[src/rtl/tc_cu_gen_pkg.sv]
// ============================================================================
// Module   : tc_pkg
// Brief    : Shared state encoding, loop-order codes and default tile sizes
//            for the tiled-GEMM control unit.
// Revision : 1.0 - initial release
// ============================================================================
`default_nettype none

package tc_pkg;

    typedef enum logic [1:0] {
        IDLE    = 2'd0,
        LOAD    = 2'd1,
        COMPUTE = 2'd2,
        OUTPUT  = 2'd3
    } state_t;

    localparam logic ORDER_MKN = 1'b0;
    localparam logic ORDER_KMN = 1'b1;

    localparam int DEF_DIM    = 16;
    localparam int DEF_TILE_M = 4;
    localparam int DEF_TILE_N = 4;
    localparam int DEF_TILE_K = 4;
    localparam int DEF_PTR_W  = 8;
    localparam int DEF_ROW_W  = 8;

    function automatic logic [31:0] sat_inc32(input logic [31:0] v);
        return (&v) ? v : v + 32'd1;
    endfunction

endpackage

`default_nettype wire

[src/rtl/tc_cu_gen_if.sv]
// ============================================================================
// Module   : tc_cu_if
// Brief    : Host/datapath bundle of the GEMM control unit. Optional perf
//            counter signals appear when TC_CU_PERF_CNT_EN is defined.
// Revision : 1.0 - initial release
// ============================================================================
`default_nettype none

interface tc_cu_if #(
    parameter int PTR_W = 8,
    parameter int ROW_W = 8
);
    logic             start;
    logic             loop_order;
    logic             load_done;
    logic             abort;
    logic             tile_ready;
    logic             out_ready;
    logic [PTR_W-1:0] ptr_m;
    logic [PTR_W-1:0] ptr_n;
    logic [PTR_W-1:0] ptr_k;
    logic             tile_valid;
    logic             write_d;
    logic             acc_first;
    logic             acc_last;
    logic             out_valid;
    logic [ROW_W-1:0] row_out;
    logic             busy;
    logic             done;
`ifdef TC_CU_PERF_CNT_EN
    logic [31:0]      perf_busy_cyc;
    logic [31:0]      perf_stall_cyc;
`endif

    modport master (
        output start, loop_order, load_done, abort, tile_ready, out_ready,
        input  ptr_m, ptr_n, ptr_k, tile_valid, write_d, acc_first, acc_last,
               out_valid, row_out, busy, done
`ifdef TC_CU_PERF_CNT_EN
        , input perf_busy_cyc, perf_stall_cyc
`endif
    );

    modport slave (
        input  start, loop_order, load_done, abort, tile_ready, out_ready,
        output ptr_m, ptr_n, ptr_k, tile_valid, write_d, acc_first, acc_last,
               out_valid, row_out, busy, done
`ifdef TC_CU_PERF_CNT_EN
        , output perf_busy_cyc, perf_stall_cyc
`endif
    );

endinterface

`default_nettype wire

[src/rtl/tc_cu_gen_tile_iter.sv]
// ============================================================================
// Module   : tc_tile_iter
// Brief    : Three-level nested tile pointer counter, n always outermost;
//            order selects whether m or k is the innermost loop.
// Revision : 1.0 - initial release
// ============================================================================
`default_nettype none

module tc_tile_iter
    import tc_pkg::*;
#(
    parameter int M      = DEF_DIM,
    parameter int N      = DEF_DIM,
    parameter int K      = DEF_DIM,
    parameter int TILE_M = DEF_TILE_M,
    parameter int TILE_N = DEF_TILE_N,
    parameter int TILE_K = DEF_TILE_K,
    parameter int PTR_W  = DEF_PTR_W
) (
    input  logic             clk,
    input  logic             reset,
    input  logic             step,
    input  logic             clear,
    input  logic             order,
    output logic [PTR_W-1:0] ptr_m,
    output logic [PTR_W-1:0] ptr_n,
    output logic [PTR_W-1:0] ptr_k,
    output logic             last
);

    localparam logic [PTR_W-1:0] c_M_LAST = PTR_W'(M - TILE_M);
    localparam logic [PTR_W-1:0] c_N_LAST = PTR_W'(N - TILE_N);
    localparam logic [PTR_W-1:0] c_K_LAST = PTR_W'(K - TILE_K);
    localparam logic [PTR_W-1:0] c_TM     = PTR_W'(TILE_M);
    localparam logic [PTR_W-1:0] c_TN     = PTR_W'(TILE_N);
    localparam logic [PTR_W-1:0] c_TK     = PTR_W'(TILE_K);

    logic [PTR_W-1:0] r_m;
    logic [PTR_W-1:0] r_n;
    logic [PTR_W-1:0] r_k;
    logic             w_m_wrap;
    logic             w_n_wrap;
    logic             w_k_wrap;

    assign w_m_wrap = (r_m == c_M_LAST);
    assign w_n_wrap = (r_n == c_N_LAST);
    assign w_k_wrap = (r_k == c_K_LAST);

    // A single-tile dimension has a wrap flag that is always set, so its counter never moves.
    always_ff @(posedge clk) begin
        if (!reset || clear) begin
            r_m <= '0;
            r_n <= '0;
            r_k <= '0;
        end else if (step) begin
            if (order == ORDER_MKN) begin
                r_m <= w_m_wrap ? '0 : r_m + c_TM;
                if (w_m_wrap) begin
                    r_k <= w_k_wrap ? '0 : r_k + c_TK;
                    if (w_k_wrap) r_n <= w_n_wrap ? '0 : r_n + c_TN;
                end
            end else begin
                r_k <= w_k_wrap ? '0 : r_k + c_TK;
                if (w_k_wrap) begin
                    r_m <= w_m_wrap ? '0 : r_m + c_TM;
                    if (w_m_wrap) r_n <= w_n_wrap ? '0 : r_n + c_TN;
                end
            end
        end
    end

    assign ptr_m = r_m;
    assign ptr_n = r_n;
    assign ptr_k = r_k;
    assign last  = w_m_wrap & w_n_wrap & w_k_wrap;

endmodule

`default_nettype wire

[src/rtl/tc_cu_gen.sv]
// ============================================================================
// Module   : tc_cu_gen
// Brief    : Tiled-GEMM control unit: LOAD / COMPUTE / OUTPUT sequencing.
//            Optional cycle counters enabled by TC_CU_PERF_CNT_EN.
// Revision : 1.0 - initial release
// ============================================================================
`default_nettype none

module tc_cu_gen
    import tc_pkg::*;
#(
    parameter int M      = DEF_DIM,
    parameter int N      = DEF_DIM,
    parameter int K      = DEF_DIM,
    parameter int TILE_M = DEF_TILE_M,
    parameter int TILE_N = DEF_TILE_N,
    parameter int TILE_K = DEF_TILE_K,
    parameter int PTR_W  = DEF_PTR_W,
    parameter int ROW_W  = DEF_ROW_W
) (
    input  logic    clk,
    input  logic    reset,
    tc_cu_if.slave  bus
);

    localparam logic [ROW_W-1:0] c_ROW_LAST = ROW_W'(M - 1);
    localparam logic [PTR_W-1:0] c_K_LAST   = PTR_W'(K - TILE_K);

    state_t           r_state;
    state_t           w_state_nxt;
    logic             r_order;
    logic [ROW_W-1:0] r_row;
    logic             r_done;
    logic             w_start_acc;
    logic             w_abort;
    logic             w_iter_step;
    logic             w_iter_clear;
    logic             w_iter_last;
    logic             w_row_last;
    logic [PTR_W-1:0] w_ptr_m;
    logic [PTR_W-1:0] w_ptr_n;
    logic [PTR_W-1:0] w_ptr_k;

    assign w_start_acc = (r_state == IDLE) & bus.start;
    assign w_abort     = (r_state != IDLE) & bus.abort;
    assign w_row_last  = (r_row == c_ROW_LAST);

    tc_tile_iter #(
        .M      (M),
        .N      (N),
        .K      (K),
        .TILE_M (TILE_M),
        .TILE_N (TILE_N),
        .TILE_K (TILE_K),
        .PTR_W  (PTR_W)
    ) u_iter (
        .clk    (clk),
        .reset  (reset),
        .step   (w_iter_step),
        .clear  (w_iter_clear),
        .order  (r_order),
        .ptr_m  (w_ptr_m),
        .ptr_n  (w_ptr_n),
        .ptr_k  (w_ptr_k),
        .last   (w_iter_last)
    );

    always_ff @(posedge clk) begin
        if (!reset) begin
            r_state <= IDLE;
            r_order <= ORDER_MKN;
            r_row   <= '0;
            r_done  <= 1'b0;
        end else begin
            r_state <= w_state_nxt;
            r_done  <= (r_state == OUTPUT) & ~bus.abort & bus.out_ready & w_row_last;
            if (w_start_acc) r_order <= bus.loop_order;
            // Row index lives only in OUTPUT; it is zero on entry and after any exit.
            if (r_state == OUTPUT && !bus.abort) begin
                if (bus.out_ready) r_row <= w_row_last ? '0 : r_row + 1'b1;
            end else begin
                r_row <= '0;
            end
        end
    end

    always_comb begin
        w_state_nxt  = r_state;
        w_iter_step  = 1'b0;
        w_iter_clear = 1'b0;
        if (w_abort) begin
            w_state_nxt  = IDLE;
            w_iter_clear = 1'b1;
        end else begin
            case (r_state)
                IDLE: begin
                    if (bus.start) begin
                        w_state_nxt  = LOAD;
                        w_iter_clear = 1'b1;
                    end
                end
                LOAD: begin
                    if (bus.load_done) w_state_nxt = COMPUTE;
                end
                COMPUTE: begin
                    // The final tile does not step, so pointers keep their last values.
                    if (bus.tile_ready) begin
                        if (w_iter_last) w_state_nxt = OUTPUT;
                        else             w_iter_step = 1'b1;
                    end
                end
                OUTPUT: begin
                    if (bus.out_ready && w_row_last) w_state_nxt = IDLE;
                end
                default: w_state_nxt = IDLE;
            endcase
        end
    end

    assign bus.ptr_m      = w_ptr_m;
    assign bus.ptr_n      = w_ptr_n;
    assign bus.ptr_k      = w_ptr_k;
    assign bus.tile_valid = (r_state == COMPUTE);
    assign bus.write_d    = (r_state == COMPUTE) & bus.tile_ready;
    assign bus.acc_first  = (r_state == COMPUTE) & (w_ptr_k == '0);
    assign bus.acc_last   = (r_state == COMPUTE) & (w_ptr_k == c_K_LAST);
    assign bus.out_valid  = (r_state == OUTPUT);
    assign bus.row_out    = r_row;
    assign bus.busy       = (r_state != IDLE);
    assign bus.done       = r_done;

`ifdef TC_CU_PERF_CNT_EN
    logic [31:0] r_perf_busy;
    logic [31:0] r_perf_stall;

    always_ff @(posedge clk) begin
        if (!reset || w_start_acc) begin
            r_perf_busy  <= '0;
            r_perf_stall <= '0;
        end else begin
            if (r_state != IDLE) r_perf_busy <= sat_inc32(r_perf_busy);
            if ((r_state == COMPUTE && !bus.tile_ready) ||
                (r_state == OUTPUT  && !bus.out_ready))
                r_perf_stall <= sat_inc32(r_perf_stall);
        end
    end

    assign bus.perf_busy_cyc  = r_perf_busy;
    assign bus.perf_stall_cyc = r_perf_stall;
`endif

endmodule

`default_nettype wire

[src/flat_wrapper.sv]
// flat-port wrapper written by rule: the top's interface ports become plain ports
module tc_cu_gen_flat import tc_pkg::*;
#(
    parameter int M      = DEF_DIM,
    parameter int N      = DEF_DIM,
    parameter int K      = DEF_DIM,
    parameter int TILE_M = DEF_TILE_M,
    parameter int TILE_N = DEF_TILE_N,
    parameter int TILE_K = DEF_TILE_K,
    parameter int PTR_W  = DEF_PTR_W,
    parameter int ROW_W  = DEF_ROW_W
)
  (clk, reset, bus_start, bus_loop_order, bus_load_done, bus_abort, bus_tile_ready, bus_out_ready, bus_ptr_m, bus_ptr_n, bus_ptr_k, bus_tile_valid, bus_write_d, bus_acc_first, bus_acc_last, bus_out_valid, bus_row_out, bus_busy, bus_done);
  tc_cu_if #(.PTR_W(PTR_W), .ROW_W(ROW_W)) bus_i ();
  input  logic clk;
  input  logic reset;
  input wire logic [$bits(bus_i.start)-1:0] bus_start;
  input wire logic [$bits(bus_i.loop_order)-1:0] bus_loop_order;
  input wire logic [$bits(bus_i.load_done)-1:0] bus_load_done;
  input wire logic [$bits(bus_i.abort)-1:0] bus_abort;
  input wire logic [$bits(bus_i.tile_ready)-1:0] bus_tile_ready;
  input wire logic [$bits(bus_i.out_ready)-1:0] bus_out_ready;
  output wire logic [$bits(bus_i.ptr_m)-1:0] bus_ptr_m;
  output wire logic [$bits(bus_i.ptr_n)-1:0] bus_ptr_n;
  output wire logic [$bits(bus_i.ptr_k)-1:0] bus_ptr_k;
  output wire logic [$bits(bus_i.tile_valid)-1:0] bus_tile_valid;
  output wire logic [$bits(bus_i.write_d)-1:0] bus_write_d;
  output wire logic [$bits(bus_i.acc_first)-1:0] bus_acc_first;
  output wire logic [$bits(bus_i.acc_last)-1:0] bus_acc_last;
  output wire logic [$bits(bus_i.out_valid)-1:0] bus_out_valid;
  output wire logic [$bits(bus_i.row_out)-1:0] bus_row_out;
  output wire logic [$bits(bus_i.busy)-1:0] bus_busy;
  output wire logic [$bits(bus_i.done)-1:0] bus_done;
  assign bus_i.start = bus_start;
  assign bus_i.loop_order = bus_loop_order;
  assign bus_i.load_done = bus_load_done;
  assign bus_i.abort = bus_abort;
  assign bus_i.tile_ready = bus_tile_ready;
  assign bus_i.out_ready = bus_out_ready;
  assign bus_ptr_m = bus_i.ptr_m;
  assign bus_ptr_n = bus_i.ptr_n;
  assign bus_ptr_k = bus_i.ptr_k;
  assign bus_tile_valid = bus_i.tile_valid;
  assign bus_write_d = bus_i.write_d;
  assign bus_acc_first = bus_i.acc_first;
  assign bus_acc_last = bus_i.acc_last;
  assign bus_out_valid = bus_i.out_valid;
  assign bus_row_out = bus_i.row_out;
  assign bus_busy = bus_i.busy;
  assign bus_done = bus_i.done;
  tc_cu_gen #(.M(M), .N(N), .K(K), .TILE_M(TILE_M), .TILE_N(TILE_N), .TILE_K(TILE_K), .PTR_W(PTR_W), .ROW_W(ROW_W)) u_core (.clk(clk), .reset(reset), .bus(bus_i));
endmodule
[config.mk]
export PLATFORM = sky130hd
export DESIGN_NAME = tc_cu_gen_flat
export DESIGN_NICKNAME = d
export VERILOG_FILES = /design/src/rtl/tc_cu_gen_pkg.sv /design/src/rtl/tc_cu_gen_if.sv /design/src/rtl/tc_cu_gen_tile_iter.sv /design/src/rtl/tc_cu_gen.sv /design/src/flat_wrapper.sv
export SDC_FILE = /design/constraint.sdc
export NUM_CORES = 1
export LEC_CHECK = 0
export ABC_AREA = 1
export CAP_MARGIN = 20
export CORE_MARGIN = 1
export CORE_UTILIZATION = 45
export DETAILED_ROUTE_END_ITERATION = 10
export MAX_ROUTING_LAYER = met4
export PLACE_DENSITY_LB_ADDON = 0.12
export SETUP_SLACK_MARGIN = 0.02
export SYNTH_ARGS = -nofsm -noshare
export SYNTH_HDL_FRONTEND = slang
export SYNTH_SLANG_ARGS = --single-unit
[constraint.sdc]
create_clock -name clk -period 4.4 [get_ports clk]
set_input_delay 0.66 -clock clk [delete_from_list [all_inputs] [get_ports clk]]
set_output_delay 0.66 -clock clk [all_outputs]
set_load 0.02 [all_outputs]
Placed standard cells:
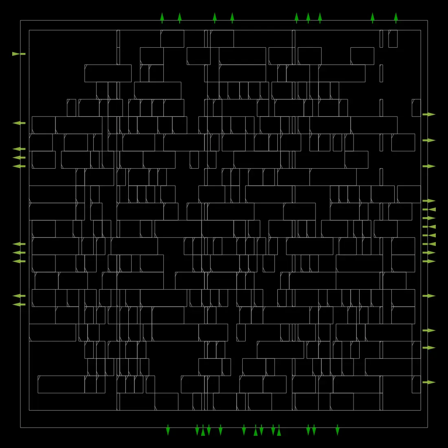
fill cell count: 366
Tap Cells: 48
final cell utilization of the core: 0.605
share of the final layout cell area in sequential cells: 0.269

Placement by cell class:
Drawn at 4 px/um.
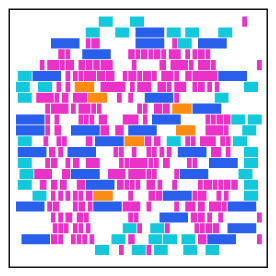
[sequential cells] blue | cells: 30 | share of their area: 28%
[remaining buffers and delay cells] cyan | cells: 40 | share of their area: 18%
[clock drivers and dummy loads] orange | cells: 6 | share of their area: 3.8%
[combinational and other logic] magenta | cells: 213 | share of their area: 50%

Port wiring:
Drawn at 8 px/um.
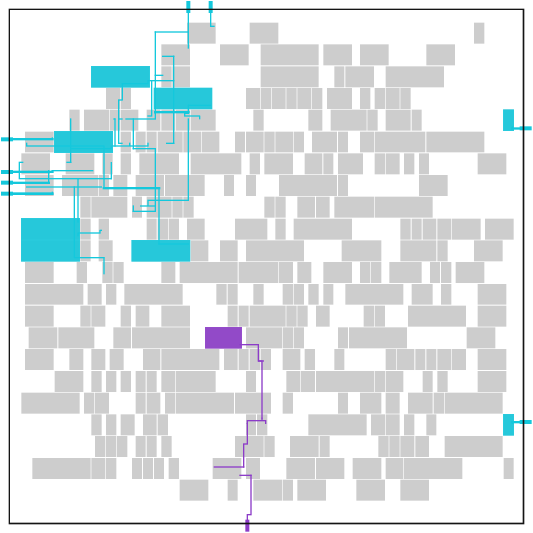
[bus_ptr_k] cyan | bits: 8 | direction: output | edge: 4 left, 2 right, 2 top | end cells: 8 | buffers: 6 | wire: 237 um
[bus_tile_valid] purple | bits: 1 | direction: output | edge: bottom | end cells: 1 | buffers: 1 | wire: 32.9 um

==> Implementation_results.wiki <==
== Implementation results ==
{| class="wikitable"
! Metric !! Value
|-
| Outcome || complete, no violations
|-
| Die Footprint || a little over 0.004 mm2
|-
| MI comb area || 957 um2
|-
| Setup slack, reg-to-reg || 2180 ps
|-
| Root Buffer Master || sky130_fd_sc_hd__clkbuf_8
|-
| Core utilization before placement || 0.470
|-
| Largest net degree at the start of global routing || 13
|-
| Hold path depth || 2
|-
| Async set-reset flop share out of synthesis || 0
|-
| FF/Latch Area || about 600 um2
|-
| Setup repair after global routing missed its margin || no
|-
| Cell type taking the most area || logic gates
|-
| Top cell excl fill/tap || sky130_fd_sc_hd__nand2_1
|-
| I/O pin total || 47
|-
| Number of vias per cell || 4.76
|-
| Global-route wire length before repair || 5950 um
|-
| Share of power burned in combinational logic || 0.249
|-
| Post-synthesis share of cell area spent on and-or and or-and gates || 0.0908
|-
| Detailed router's first-iteration violation count || ~80
|-
| Longest Clk Path Bufs || 2
|-
| Power of the clock network || 214 uW
|-
| Wire length on met1 || around 1700 um
|-
| Total Power Consumption || 671 uW
|-
| Measured slew at the worst slew-check pin || ~900 ps
|-
| Area figure in the yosys stat output || 0.00174 mm2
|-
| Count of cell types in the netlist || 30
|-
| Share of the cycle needed by the critical path after routing || 0.576
|-
| Final #Nets || 307
|-
| Busiest metal layer after global routing || met2
|-
| Worst Path Required || 3740 ps
|-
| Post-Layout Cell Count || approximately 340
|-
| Sink of the worst hold path || u_core.r_order
|-
| GR met1 Demand/Resource || 0.226
|-
| Number of enable-type register cells in the synthesized netlist || 0
|-
| Net Sw Frac || 0.312
|-
| Critical path depth in cells || 4
|-
| Slew headroom || 0.384
|-
| Final standard cell area without fillers || 0.00223 mm2
|-
| Source of the critical timing path || bus_tile_ready
|-
| Critical-path maximum fanout || 2
|-
| Max VDD drop || 0.173 mV
|-
| Library cell appearing most often on the critical path || sky130_fd_sc_hd__clkdlybuf4s50_1
|-
| Mi-comb count || 178
|-
| Fraction of area in clock buffers and inverters || 0.0370
|-
| Largest register FFs || 8
|-
| Most common logic cells in the final layout || sky130_fd_sc_hd__nand2_1, sky130_fd_sc_hd__clkdlybuf4s50_1, sky130_fd_sc_hd__inv_1
|-
| Via count of the first global-routing pass || 1390
|-
| Cell area after synthesis || between 0.0015 and 0.002 mm2
|-
| Group drawing the most power || registers
|-
| Leak Pwr || 0.000927 uW
|-
| Max Freq || 395 MHz
|-
| Worst-case clock skew || between 1.5 and 2 ps
|-
| Ys flops || 30
|-
| Classification of the worst-slack hold path || flop to flop
|-
| Pwr/cell area || 301 mW/mm2
|-
| Clock transition at the register clock pins on the worst setup and hold paths after CTS || roughly 60 ps
|-
| Met2 routed wirelength || 1690 um
|-
| Worst Hold Margin || 482 ps
|-
| Power attributed to combinational cells || 167 uW
|-
| Largest logic family || simple AND/OR/NAND/NOR gates
|-
| # Cells Yosys || 247
|-
| Non-clock inverter count in the final layout || 35
|-
| Non-clock buffer share of cell area || 0.179
|-
| Clk sink count || 30
|-
| Fin. max-slew vios || 0
|-
| Part of the power in the clock network || 0.319
|-
| Worst path top cell family by delay || buffers and inverters
|-
| Routed via count || 1604
|-
| Overall routing resource usage || 0.193
|-
| PortBufs || 40
|-
| Reported sequential group power || 290 uW
|-
| Number of placement rows || 22
|-
| Critical path start-end classification || input port to output port
|-
| Total gr overflow || 0
|-
| Sequential fraction of design power || 0.433
|-
| Number of warnings in the stage logs || 30
|-
| Crit path buffers/inverters || 3
|-
| Width of the die || 64.1 um
|-
| Number of sequential cells in the layout || 30
|-
| Crit-path cells || clkdlybuf4s50_1 -> nand2_1 -> inv_1 -> clkdlybuf4s50_1
|-
| Cell area leaders || sky130_fd_sc_hd__dfxtp_1, sky130_fd_sc_hd__nand2_1, sky130_fd_sc_hd__inv_1
|-
| Switching power total || between 200 and 250 uW
|-
| Total cell area at the placement stage || roughly 0.0021 mm2
|}
Routed clock nets over the placement:
Drawn at 4 px/um.
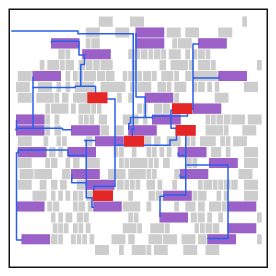
[flip-flops] purple | count: 30
[clock wires] blue | length: 413 um
[clock drivers] red | count: 5
flops lie: widely spread
routed clock nets: 6

Sequential cells colored by netlist name:
Drawn at 4 px/um. Other sequential cells in the stronger gray, the rest of the logic in the fainter gray.
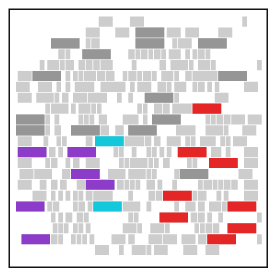
[u_core.bus.row_out] red | placed flops: 8
[u_core.r_state] cyan | placed flops: 2
[u_core.u_iter.ptr_n] purple | placed flops: 6
not colored: 14

Power figures rest on the tool's default switching activity, not on a simulated workload.
